**config.mk**
```make
export PLATFORM = sky130hd
export DESIGN_NAME = rc4_decrypt_ctrl
export DESIGN_NICKNAME = d
export VERILOG_FILES = /design/src/rtl/rc4_decrypt_ctrl.sv
export SDC_FILE = /design/constraint.sdc
export NUM_CORES = 1
export LEC_CHECK = 0
export ABC_CLOCK_PERIOD_IN_PS = 2800
export CAP_MARGIN = 5
export CORE_MARGIN = 3
export CORE_UTILIZATION = 50
export DETAILED_ROUTE_END_ITERATION = 10
export GPL_TIMING_DRIVEN = 0
export PLACE_DENSITY = 0.85
export SYNTH_ARGS = -nofsm -noshare
export SYNTH_HDL_FRONTEND = slang
export SYNTH_SLANG_ARGS = --single-unit
```
**constraint.sdc**
```tcl
create_clock -name clk -period 2.8 [get_ports clk]
set_input_delay 0.84 -clock clk [delete_from_list [all_inputs] [get_ports clk]]
set_output_delay 0.84 -clock clk [all_outputs]
set_load 0.01 [all_outputs]
```
**src/rtl/rc4_decrypt_ctrl.sv**
```systemverilog
// RC4 decrypt sequencer: runs the generator's key schedule, fetches one keystream byte per
// ciphertext byte and emits plaintext. Optional keystream discard is enabled with RC4_DROP_EN.
module rc4_decrypt_ctrl #(
    parameter int LEN_W  = 16,
    parameter int DROP_N = 256
) (
    input  logic             clk,
    input  logic             rst_i,
    input  logic             start_i,
    input  logic [LEN_W-1:0] msg_len_i,
    input  logic             cipher_valid_i,
    input  logic [7:0]       cipher_data_i,
    output logic             cipher_ready_o,
    output logic             plain_valid_o,
    output logic [7:0]       plain_data_o,
    input  logic             plain_ready_i,
    output logic             gen_state_arr_o,
    input  logic             sarr_generated_i,
    output logic             gen_val_o,
    input  logic             val_ready_i,
    input  logic [7:0]       keystream_i,
    output logic             busy_o,
    output logic             done_o,
    output logic [LEN_W-1:0] bytes_done_o,
    output logic [3:0]       dbg_state
);

    // Streams: a byte moves on a rising edge where valid and ready are both high; valid never
    // drops and data never changes until that happens.
    typedef enum logic [3:0] {
        S_IDLE      = 4'd0,
        S_KSA_GO    = 4'd1,
        S_KSA_WAIT  = 4'd2,
        S_KS_REQ    = 4'd3,
        S_KS_WAIT   = 4'd4,
        S_CT_WAIT   = 4'd5,
        S_DRAIN     = 4'd6,
        S_FIN       = 4'd7
`ifdef RC4_DROP_EN
        , S_DROP_REQ  = 4'd8,
        S_DROP_WAIT = 4'd9
`endif
    } state_t;

    state_t           state, state_n;
    logic [LEN_W-1:0] rem_cnt, rem_n, bd_n;
    logic [7:0]       ks_reg, ks_reg_n, pd_n;
    logic             ks_full, ks_full_n, pv_n;
    logic             wait_first, sarr_seen;
    logic             ready_n, gsa_n, gv_n, done_n, busy_n;
    logic             ct_xfer, pt_xfer, ks_hit;

    assign ct_xfer   = cipher_valid_i & cipher_ready_o;
    assign pt_xfer   = plain_valid_o & plain_ready_i;
    // val_ready_i may still show the previous byte during the cycle right after a request.
    assign ks_hit    = ~wait_first & val_ready_i;
    assign dbg_state = state;

`ifdef RC4_DROP_EN
    localparam int DROP_W = $clog2(DROP_N + 1);
    logic [DROP_W-1:0] drop_cnt;

    always_ff @(posedge clk or posedge rst_i) begin
        if (rst_i)                     drop_cnt <= '0;
        else if (state == S_KSA_WAIT)  drop_cnt <= '0;
        else if (state == S_DROP_REQ)  drop_cnt <= drop_cnt + 1'b1;
    end
`endif

    always_ff @(posedge clk or posedge rst_i) begin
        if (rst_i) state <= S_IDLE;
        else       state <= state_n;
    end

    always_comb begin
        state_n = state;
        case (state)
            S_IDLE:     if (start_i) state_n = (msg_len_i == '0) ? S_FIN : S_KSA_GO;
            S_KSA_GO:   state_n = S_KSA_WAIT;
`ifdef RC4_DROP_EN
            S_KSA_WAIT: if (sarr_generated_i || sarr_seen) state_n = S_DROP_REQ;
            S_DROP_REQ: state_n = S_DROP_WAIT;
            S_DROP_WAIT: if (ks_hit) state_n = (drop_cnt == DROP_W'(DROP_N)) ? S_KS_REQ : S_DROP_REQ;
`else
            S_KSA_WAIT: if (sarr_generated_i || sarr_seen) state_n = S_KS_REQ;
`endif
            S_KS_REQ:   state_n = S_KS_WAIT;
            S_KS_WAIT:  if (ks_hit) state_n = S_CT_WAIT;
            S_CT_WAIT:  if (ct_xfer) state_n = (rem_cnt == LEN_W'(1)) ? S_DRAIN : S_KS_REQ;
            S_DRAIN:    if (pt_xfer) state_n = S_FIN;
            S_FIN:      state_n = S_IDLE;
            default:    state_n = S_IDLE;
        endcase
    end

    // Next values of every registered output, decoded from the next state so pulses line up
    // with the state that owns them.
    always_comb begin
        rem_n    = rem_cnt;
        ks_reg_n = ks_reg;
        ks_full_n = ks_full;
        pv_n     = plain_valid_o;
        pd_n     = plain_data_o;
        bd_n     = bytes_done_o;
        if (pt_xfer) begin
            pv_n = 1'b0;
            if (bytes_done_o != '1) bd_n = bytes_done_o + 1'b1;
        end
        if (state == S_IDLE && start_i) begin
            rem_n = msg_len_i;
            bd_n  = '0;
        end
        if (state == S_KS_WAIT && ks_hit) begin
            ks_reg_n  = keystream_i;
            ks_full_n = 1'b1;
        end
        if (state == S_CT_WAIT && ct_xfer) begin
            pd_n      = cipher_data_i ^ ks_reg;
            pv_n      = 1'b1;
            ks_full_n = 1'b0;
            rem_n     = rem_cnt - 1'b1;
        end
        gsa_n   = (state_n == S_KSA_GO);
`ifdef RC4_DROP_EN
        gv_n    = (state_n == S_KS_REQ) || (state_n == S_DROP_REQ);
`else
        gv_n    = (state_n == S_KS_REQ);
`endif
        done_n  = (state_n == S_FIN);
        busy_n  = (state_n != S_IDLE);
        ready_n = (state_n == S_CT_WAIT) && ks_full_n && !pv_n;
    end

    always_ff @(posedge clk or posedge rst_i) begin
        if (rst_i) begin
            rem_cnt         <= '0;
            ks_reg          <= '0;
            ks_full         <= 1'b0;
            wait_first      <= 1'b0;
            sarr_seen       <= 1'b0;
            plain_valid_o   <= 1'b0;
            plain_data_o    <= '0;
            bytes_done_o    <= '0;
            cipher_ready_o  <= 1'b0;
            gen_state_arr_o <= 1'b0;
            gen_val_o       <= 1'b0;
            busy_o          <= 1'b0;
            done_o          <= 1'b0;
        end else begin
            rem_cnt         <= rem_n;
            ks_reg          <= ks_reg_n;
            ks_full         <= ks_full_n;
`ifdef RC4_DROP_EN
            wait_first      <= (state == S_KS_REQ) || (state == S_DROP_REQ);
`else
            wait_first      <= (state == S_KS_REQ);
`endif
            // A completion pulse arriving before KSA_WAIT is held until it is consumed there.
            sarr_seen       <= (state_n == S_KSA_WAIT) && (sarr_seen || sarr_generated_i);
            plain_valid_o   <= pv_n;
            plain_data_o    <= pd_n;
            bytes_done_o    <= bd_n;
            cipher_ready_o  <= ready_n;
            gen_state_arr_o <= gsa_n;
            gen_val_o       <= gv_n;
            busy_o          <= busy_n;
            done_o          <= done_n;
        end
    end

endmodule
```
Figure 1. Signal wires on met4 (run 1).
(6 px per um) Supply wires on this layer in gray.
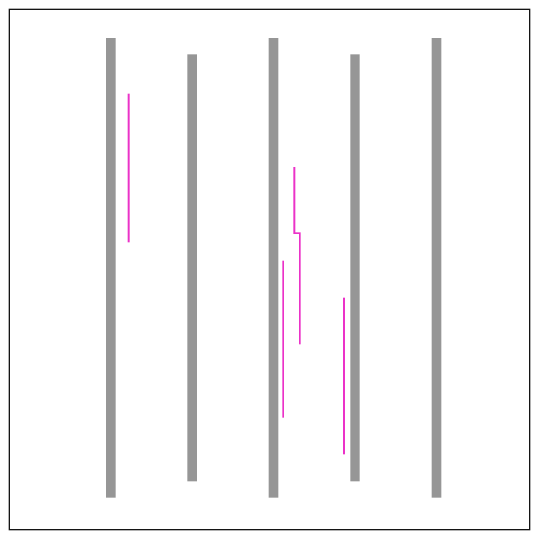
main direction: vertical
longest straight run: 25.8 um
nets with wire on the layer: 4
share of all routed wire: 1.2%
vias: 2,982
Total Routed Length: 8700 um

Figure 2. Signal wires by layer (run 1).
(6 px per um) Only two layers are drawn.
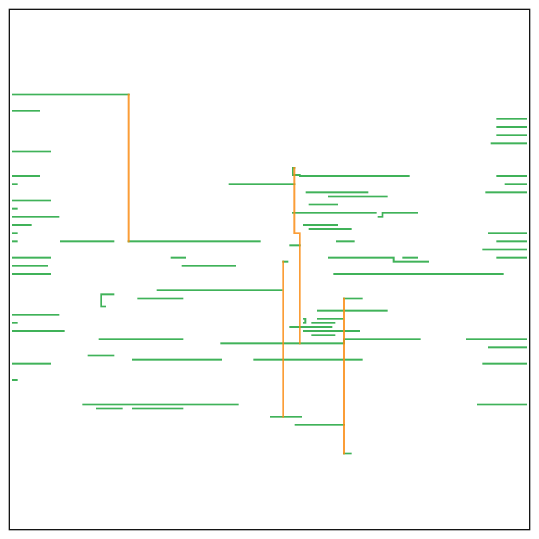
legend:
  M3:
    color: green
    wire_length: 582 um
  M4:
    color: orange
    wire_length: 106 um

==> flow_metrics.env, run 1 <==
# physical design summary
export IMPL_seq_area_um2=1530
export IMPL_reg_top3="bytes_done_o: 16 flops, rem_cnt: 16 flops"
export IMPL_floorplan_io_pins=73
export IMPL_dpl_hpwl_um=6260
export IMPL_syn_area_per_cell_um2=9.82
export IMPL_yosysWarningCount=0
export IMPL_drive_gt1_share_pct=11.0
export IMPL_synthesis_area_um2=3240
export IMPL_holdWs_ns=0.483
export IMPL_ir_drop_v=0.000468
export IMPL_grt_antenna_before_repair=0
export IMPL_power_density_nw_per_um2=585
export IMPL_top_cell_area_share_pct=47.1
export IMPL_synth_most_common_cell="dfrtp_1"
export IMPL_ys_area_um2=3240
export IMPL_finalCriticalPeriod_ns=2.55
export IMPL_tool_warnings=27
export IMPL_gp_congestion=0.880
export IMPL_ys_ff=61
export IMPL_synthToLayoutAreaGrowth_pct=33.2
export IMPL_die_area_um2=7480
export IMPL_outcome="complete, no violations"
export IMPL_dieHeight_um=86.5
export IMPL_hold_viol=0
export IMPL_hp_class="reg -> reg"
export IMPL_path_max_fanout=10
export IMPL_edf_count=0
export IMPL_final_nets=456
export IMPL_cp_start_kind="input port"
export IMPL_coreArea_um2=6100
export IMPL_synth_cell_types=58
export IMPL_cap_violations=0
export IMPL_yosys_cells=330
export IMPL_drc=0
export IMPL_fp_nets=372
export IMPL_power_leakage_uw=0.00175
export IMPL_async_reset_ff_share_pct=100
export IMPL_finalWorstSetupSlack_ns=0.252
export IMPL_slew_headroom_pct=30.7
export IMPL_drtIter0Drc=284
export IMPL_arrival_ns=2.76
export IMPL_place_ws_ns=-0.222
export IMPL_fin_tns_setup_ns=0
export IMPL_fmax_ghz=0.392
export IMPL_top_area_cell="dfrtp_1"
export IMPL_track_usage_pct=24.5
export IMPL_area_leaders="dfrtp_1, nand2_1, a21oi_1"
export IMPL_n_antenna_cell=0
export IMPL_root_buffer="clkbuf_8"
export IMPL_holdBufCountCts=0
export IMPL_placed_area_um2=4070
export IMPL_postSynthSeqShare_pct=47.1
export IMPL_numCtsBuffers=9
export IMPL_std_cell_rows=28
export IMPL_first_pass_iters=6
export IMPL_grt_first_pass_wirelength_um=14400
export IMPL_grt_start_max_net_pins=35
export IMPL_yosys_most_used_dff="dfrtp_1"
export IMPL_port_buffers=72
export IMPL_cts_sinks=61
export IMPL_syn_inst=330
export IMPL_num_fill_cells=493
export IMPL_die_width_um=86.5
export IMPL_clkLatencyLatePin_ns=0.34
export IMPL_clockBufferDepth=2
export IMPL_timing_final_crit_share_pct=91.0
export IMPL_required_ns=3.01
export IMPL_rsz0062_at_grt="false"
export IMPL_clkTransAtPathRegs_ns=0.07
export IMPL_fp_util_pct=53.1
export IMPL_worst_setup_path_type="in -> reg"
export IMPL_ant_nets=0
export IMPL_slew_violations=0
export IMPL_end_kind="flip-flop"
export IMPL_clock_skew_ns=0.0100
export IMPL_top_cells_by_count="dfrtp_1, nand2_1, a21oi_1"
export IMPL_first_global_vias=2968
export IMPL_tightest_slew_ns=1.03
export IMPL_htreeDepth=3
Figure 3. The metal 1 layer (run 1).
(6 px per um) Supply wires on this layer in gray. Cells faint in the background.
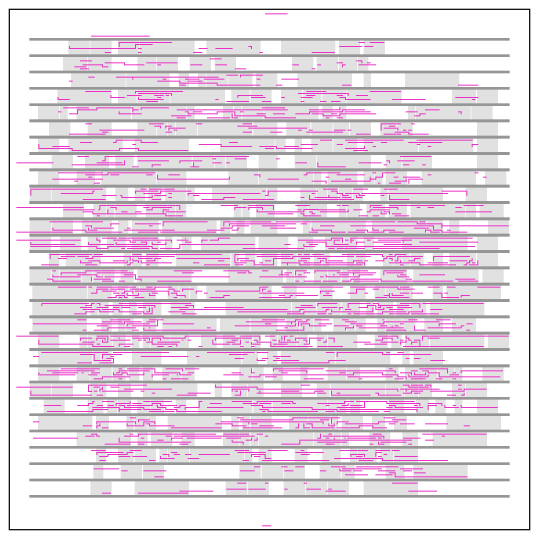
wire length on this layer: 3,670 um
share of all routed wire: 42%
longest straight run: 24.8 um
main direction: horizontal
nets with wire on the layer: 414
routing usage on met1: 32.3%

run 1: critical path, cell delays in order:
cell and delay, ns:
clkdlybuf4s50_1 0.50, nor2b_1 0.30, nand2_1 0.24, clkbuf_1 0.35, clkbuf_2 0.31, nand3_1 0.13
o211ai_1 0.09
run 1: cell families after synthesis:
kind of cell	after synthesis	synth area share [%]
buffers and inverters	27	4.06
other	1	0.116
XOR/XNOR	8	2.16
multiplexers	15	4.94
AND-OR/OR-AND	87	19.0
flip-flops	61	47.1
AND/OR/NAND/NOR	128	21.4
adder cells (fa/ha/maj)	3	1.16
run 1: through the flow:
step	total power, uW	utilization (%)	instances
floorplan	1400	-	330
global placement	1560	66.5	477
detailed placement	1590	66.8	478
CTS	2530	70.8	494
global route	2640	70.8	494
finish	2520	70.8	494
run 1: area by class of cell:
type	instances	share of cell area [%]
timing repair buffer	73	17.2
clock buffer	10	2.96
multi-input combinational	242	36.7
sequential	61	35.4
inverter	8	0.696
buffer	19	2.38
tap	75	2.18
clock inverter	6	2.58
run 1: final timing paths:
| path | start | depth (start not counted) | slack (ns) | endpoint |
|---|---|---|---|---|
| worst max-delay path | start_i | 7 | 0.25 | rem_cnt[3]$_DFFE_PP0P_ |
| max in group asynchronous | rst_i | 3 | 1.31 | rem_cnt[8]$_DFFE_PP0P_ |
| worst min register to register | plain_data_o[4]$_DFFE_PP0P_ | 2 | 0.48 | plain_data_o[4]$_DFFE_PP0P_ |
| worst min-delay path | plain_data_o[4]$_DFFE_PP0P_ | 2 | 0.48 | plain_data_o[4]$_DFFE_PP0P_ |
| min in group asynchronous | rst_i | 2 | 0.90 | ks_reg[4]$_DFFE_PP0P_ |
| worst max register to register | dbg_state[0]$_DFF_PP0_ | 7 | 0.54 | rem_cnt[3]$_DFFE_PP0P_ |
run 1: metal layers:
layer	wire [um]	GRT usage [%]	vias up
li1	-	-	1407
met1	3670	32.3	1450
met2	4340	40.7	114
met3	581	6.46	11
met4	106	5.52	0
met5	0	0	-
run 1: power by group:
group	internal [uW]	switching, uW	total [uW]
Clock	591	350	942
Sequential	996	90.9	1090
Combinational	251	245	496
run 1: placed cells by master, fill, tap and decap left out, drive strengths merged, types with 4 or more instances in the layout:
cell           netlist  layout
a2111o               4       4
a211oi               6       6
a21oi               18      18
and4                 4       4
buf                  9      10
clkbuf              10      20
clkdlybuf4s50        0      72
dfrtp               61      61
inv                  8       8
mux2                 8       8
mux2i                7       7
nand2               42      42
nand2b               8       8
nand3               11      11
nand4                4       4
nor2                 9       9
nor3                 7       7
nor4                10      10
o211ai               5       5
o21ai               17      17
o311ai               6       6
o31ai                5       5
or2                  5       5
or3                 10      10
xnor2                8       8
run 1: timing repair:
item,in CTS,in global routing
endpoints found under the setup margin,0,6
resized,0,2
buffers inserted,0,0
Figure 4. Routing congestion map (run 1).
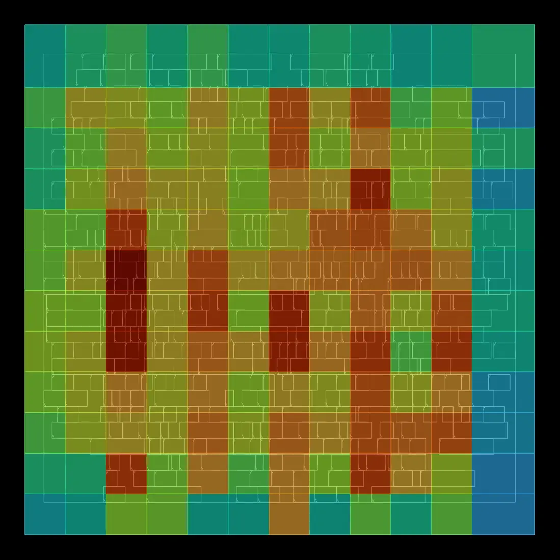

==> run 1 -> run 2 <==
--- a/config.mk
+++ b/config.mk
@@ -7,7 +7,7 @@
 export LEC_CHECK = 0
 export ABC_CLOCK_PERIOD_IN_PS = 2800
 export CAP_MARGIN = 5
-export CORE_MARGIN = 3
+export CORE_MARGIN = 4
 export CORE_UTILIZATION = 50
 export DETAILED_ROUTE_END_ITERATION = 10
 export GPL_TIMING_DRIVEN = 0
Figure 5. Routing congestion map (run 2).
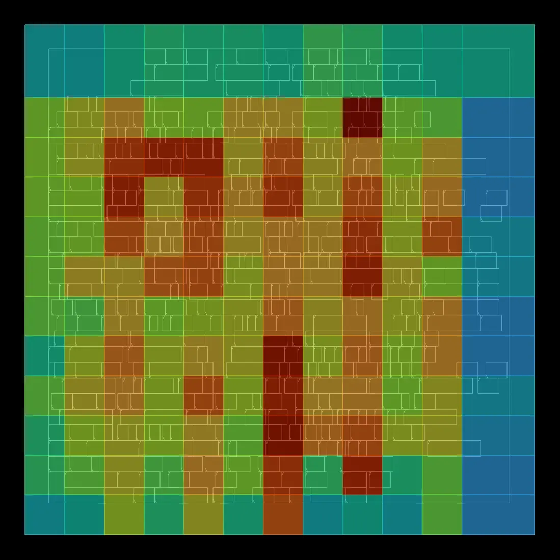
GR peak layer: met2
met2 Use GR: 37.0%
M3 GR Usage: 5.96%
routing usage on met1: 30.3%
GRT Overall Usage: 23.2%

==> run 2 against run 1 <==
Net effect:
- combinational power fell by 2%
- sequential power barely moved
- final cell count rose by 0.20%
- clock-buffer cell count rose by 3
- clock power fell by 28%
- wire length fell by 1.6%
- critical path depth did not move
- worst setup slack got worse by 0.13 ns
- synthesized cell count did not move
- sequential cell count did not move
- die area rose by 4.7%
==> flow_metrics.env, run 2 <==
# physical design summary
export IMPL_outcome="complete, no violations"
export IMPL_edf_count=0
export IMPL_hold_viol=0
export IMPL_num_vias=3023
export IMPL_ys_ff=61
export IMPL_final_nets=456
export IMPL_place_ws_ns=-0.181
export IMPL_synth_most_common_cell="dfrtp_1"
export IMPL_area_leaders="dfrtp_1, nand2_1, a21oi_1"
export IMPL_p_switching_uw=669
export IMPL_cap_violations=0
export IMPL_num_fill_cells=522
export IMPL_slew_headroom_pct=28.3
export IMPL_worst_setup_path_type="in -> reg"
export IMPL_worst_path_buf_inv=3
export IMPL_dieHeight_um=88.5
export IMPL_layout_top_cells="clkdlybuf4s50_1, dfrtp_1, nand2_1"
export IMPL_mux_area_share_pct=4.94
export IMPL_root_buffer="clkbuf_8"
export IMPL_synthToLayoutAreaGrowth_pct=30.7
export IMPL_grt_antenna_before_repair=0
export IMPL_highest_layer="met4"
export IMPL_power_uw=2250
export IMPL_post_cts_resize_count=0
export IMPL_drc=0
export IMPL_fmax_ghz=0.373
export IMPL_syn_area_per_cell_um2=9.82
export IMPL_holdBufCountCts=0
export IMPL_cp_cell_sequence="clkdlybuf4s50_1 -> nor2b_1 -> nand2_1 -> clkbuf_1 -> clkbuf_1 -> nand2_1 -> mux2i_1"
export IMPL_slowest_stage="clkbuf_1"
export IMPL_placed_area_um2=4080
export IMPL_fp_nets=372
export IMPL_clkPwrFrac_pct=30.3
export IMPL_async_reset_ff_share_pct=100
export IMPL_wl_met2_um=4170
export IMPL_met3RoutedLength_um=686
export IMPL_die_area_um2=7830
export IMPL_finalWorstSetupSlack_ns=0.119
export IMPL_clockBufferDepth=2
export IMPL_power_frac_comb_pct=21.5
export IMPL_ir_drop_v=0.000375
export IMPL_synthesis_area_um2=3240
export IMPL_lay_top_count="clkdlybuf4s50_1"
export IMPL_cpPeakStageDelay_ns=0.49
export IMPL_swShare_pct=29.7
export IMPL_arrival_ns=2.94
export IMPL_syn_inst=330
export IMPL_top_cell_area_share_pct=47.1
export IMPL_fin_tns_setup_ns=0
export IMPL_pwr_share_seq_pct=48.2
export IMPL_power_density_nw_per_um2=532
export IMPL_timing_final_crit_share_pct=95.7
export IMPL_dpl_hpwl_um=6250
export IMPL_ys_sh_xor_pct=2.16
export IMPL_drtIter0Drc=225
export IMPL_die_width_um=88.5
export IMPL_finalCriticalPeriod_ns=2.68
export IMPL_seq_area_um2=1530
export IMPL_tightest_slew_ns=1.07
export IMPL_cts_sinks=61
export IMPL_yosys_cells=330
export IMPL_logic_family="simple AND/OR/NAND/NOR gates"
export IMPL_hp_class="reg -> reg"
export IMPL_first_pass_iters=5
export IMPL_ys_area_um2=3240
export IMPL_post_cts_setup_buffers=0
export IMPL_top_area_cell="dfrtp_1"
export IMPL_numCtsBuffers=9
export IMPL_ys_sh_simple_pct=21.4
export IMPL_clkTransAtPathRegs_ns=0.07
export IMPL_tool_warnings=27
export IMPL_n_antenna_cell=0
export IMPL_grt_first_pass_wirelength_um=13900
export IMPL_first_global_vias=2864
export IMPL_postSynthSeqShare_pct=47.1
export IMPL_crit_family="buffers and inverters"
export IMPL_port_buffers=72
export IMPL_fa_ha_area_share_pct=1.16
export IMPL_rsz0062_at_grt="false"
export IMPL_intPower_uw=1580
export IMPL_wl_met1_um=3560
Figure 6. Sequential cells grouped by signal name (run 2).
(6 px per um) Other sequential cells in the stronger gray, the rest of the logic in the fainter gray.
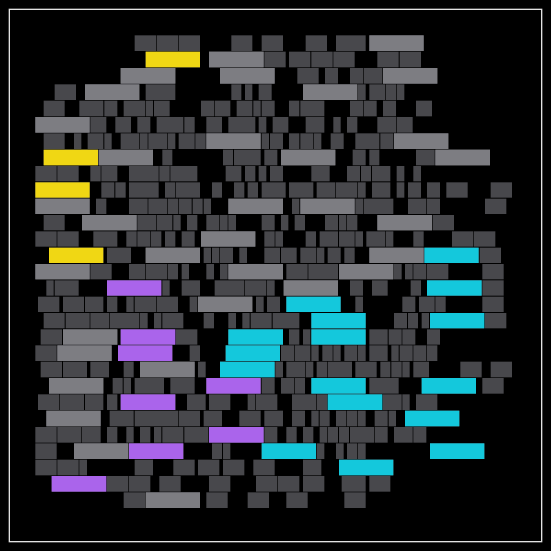
legend:
  bytes_done_o:
    color: cyan
    flops: 16
  dbg_state:
    color: yellow
    flops: 4
  plain_data_o:
    color: purple
    flops: 8
not colored: 33

-- run 2: cell count changes in the layout (fill, tap and decap cells not counted), sizes merged --
| cell | delta |
|---|---|
| bufinv | -3 |
| clkbuf | +3 |
| clkinvlp | -1 |
-- run 2: stage by stage --
step / std cells / util, % / hold slack, ns
CTS: 495 / 67.1 / 0.484
floorplan: 330 / - / 0.466
detailed placement: 480 / 64.6 / 0.470
finish: 495 / 67.1 / 0.482
global route: 495 / 67.1 / 0.515
global placement: 479 / 64.2 / 0.461
-- run 2: final timing paths --
check                      cells after the start  slack [ns]                         from                           to
min in group asynchronous                      2        0.90                        rst_i  bytes_done_o[6]$_DFFE_PP0P_
max                                            7        0.12                      start_i  bytes_done_o[0]$_DFFE_PP0P_
min                                            2        0.48  plain_data_o[3]$_DFFE_PP0P_  plain_data_o[3]$_DFFE_PP0P_
max reg2reg                                    7        0.43       dbg_state[1]$_DFF_PP0_       rem_cnt[3]$_DFFE_PP0P_
max in group asynchronous                      3        1.29                        rst_i       rem_cnt[9]$_DFFE_PP0P_
min reg2reg                                    2        0.48  plain_data_o[3]$_DFFE_PP0P_  plain_data_o[3]$_DFFE_PP0P_
-- run 2: kinds of logic (layout without fill, tap and decap cells) --
family / after synthesis / after routing
AOI/OAI and AO/OA: 87 / 87
xor gates and xnor gates: 8 / 8
adders and majority gates: 3 / 3
buffers and inverters: 27 / 115
DFF: 61 / 61
muxes: 15 / 15
other: 1 / 1
and+or+nand+nor: 128 / 128
-- run 2: layout make-up --
type                       count  area share (%)
buffer                        19            2.39
clock inverter                 2           0.236
inverter                       8           0.709
sequential                    61            36.0
multi-input combinational    242            37.3
clock buffer                  13            3.52
timing repair buffer          73            17.5
tap                           77            2.27
-- run 2: per-layer routing --
layer,vias to the layer above,global-route usage [%]
li1,1401,-
met4,0,9.48
met3,15,5.96
met1,1464,30.3
met2,143,37.0
met5,-,0
-- run 2: tightest hold or removal path, cell delays in order, from the launching register on --
cell and delay [ns]:
dfrtp_1 0.34, nand2_1 0.05, o21ai_0 0.06
-- run 2: power groups by stage --
stage,logic (uW),clock network [uW],registers (uW)
floorplan,317,0,1080
global placement,464,0,1090
detailed placement,482,0,1100
CTS,485,688,1090
global route,540,742,1100
finish,484,682,1090
No activity file was given, so power comes from the tool's default toggle rates.
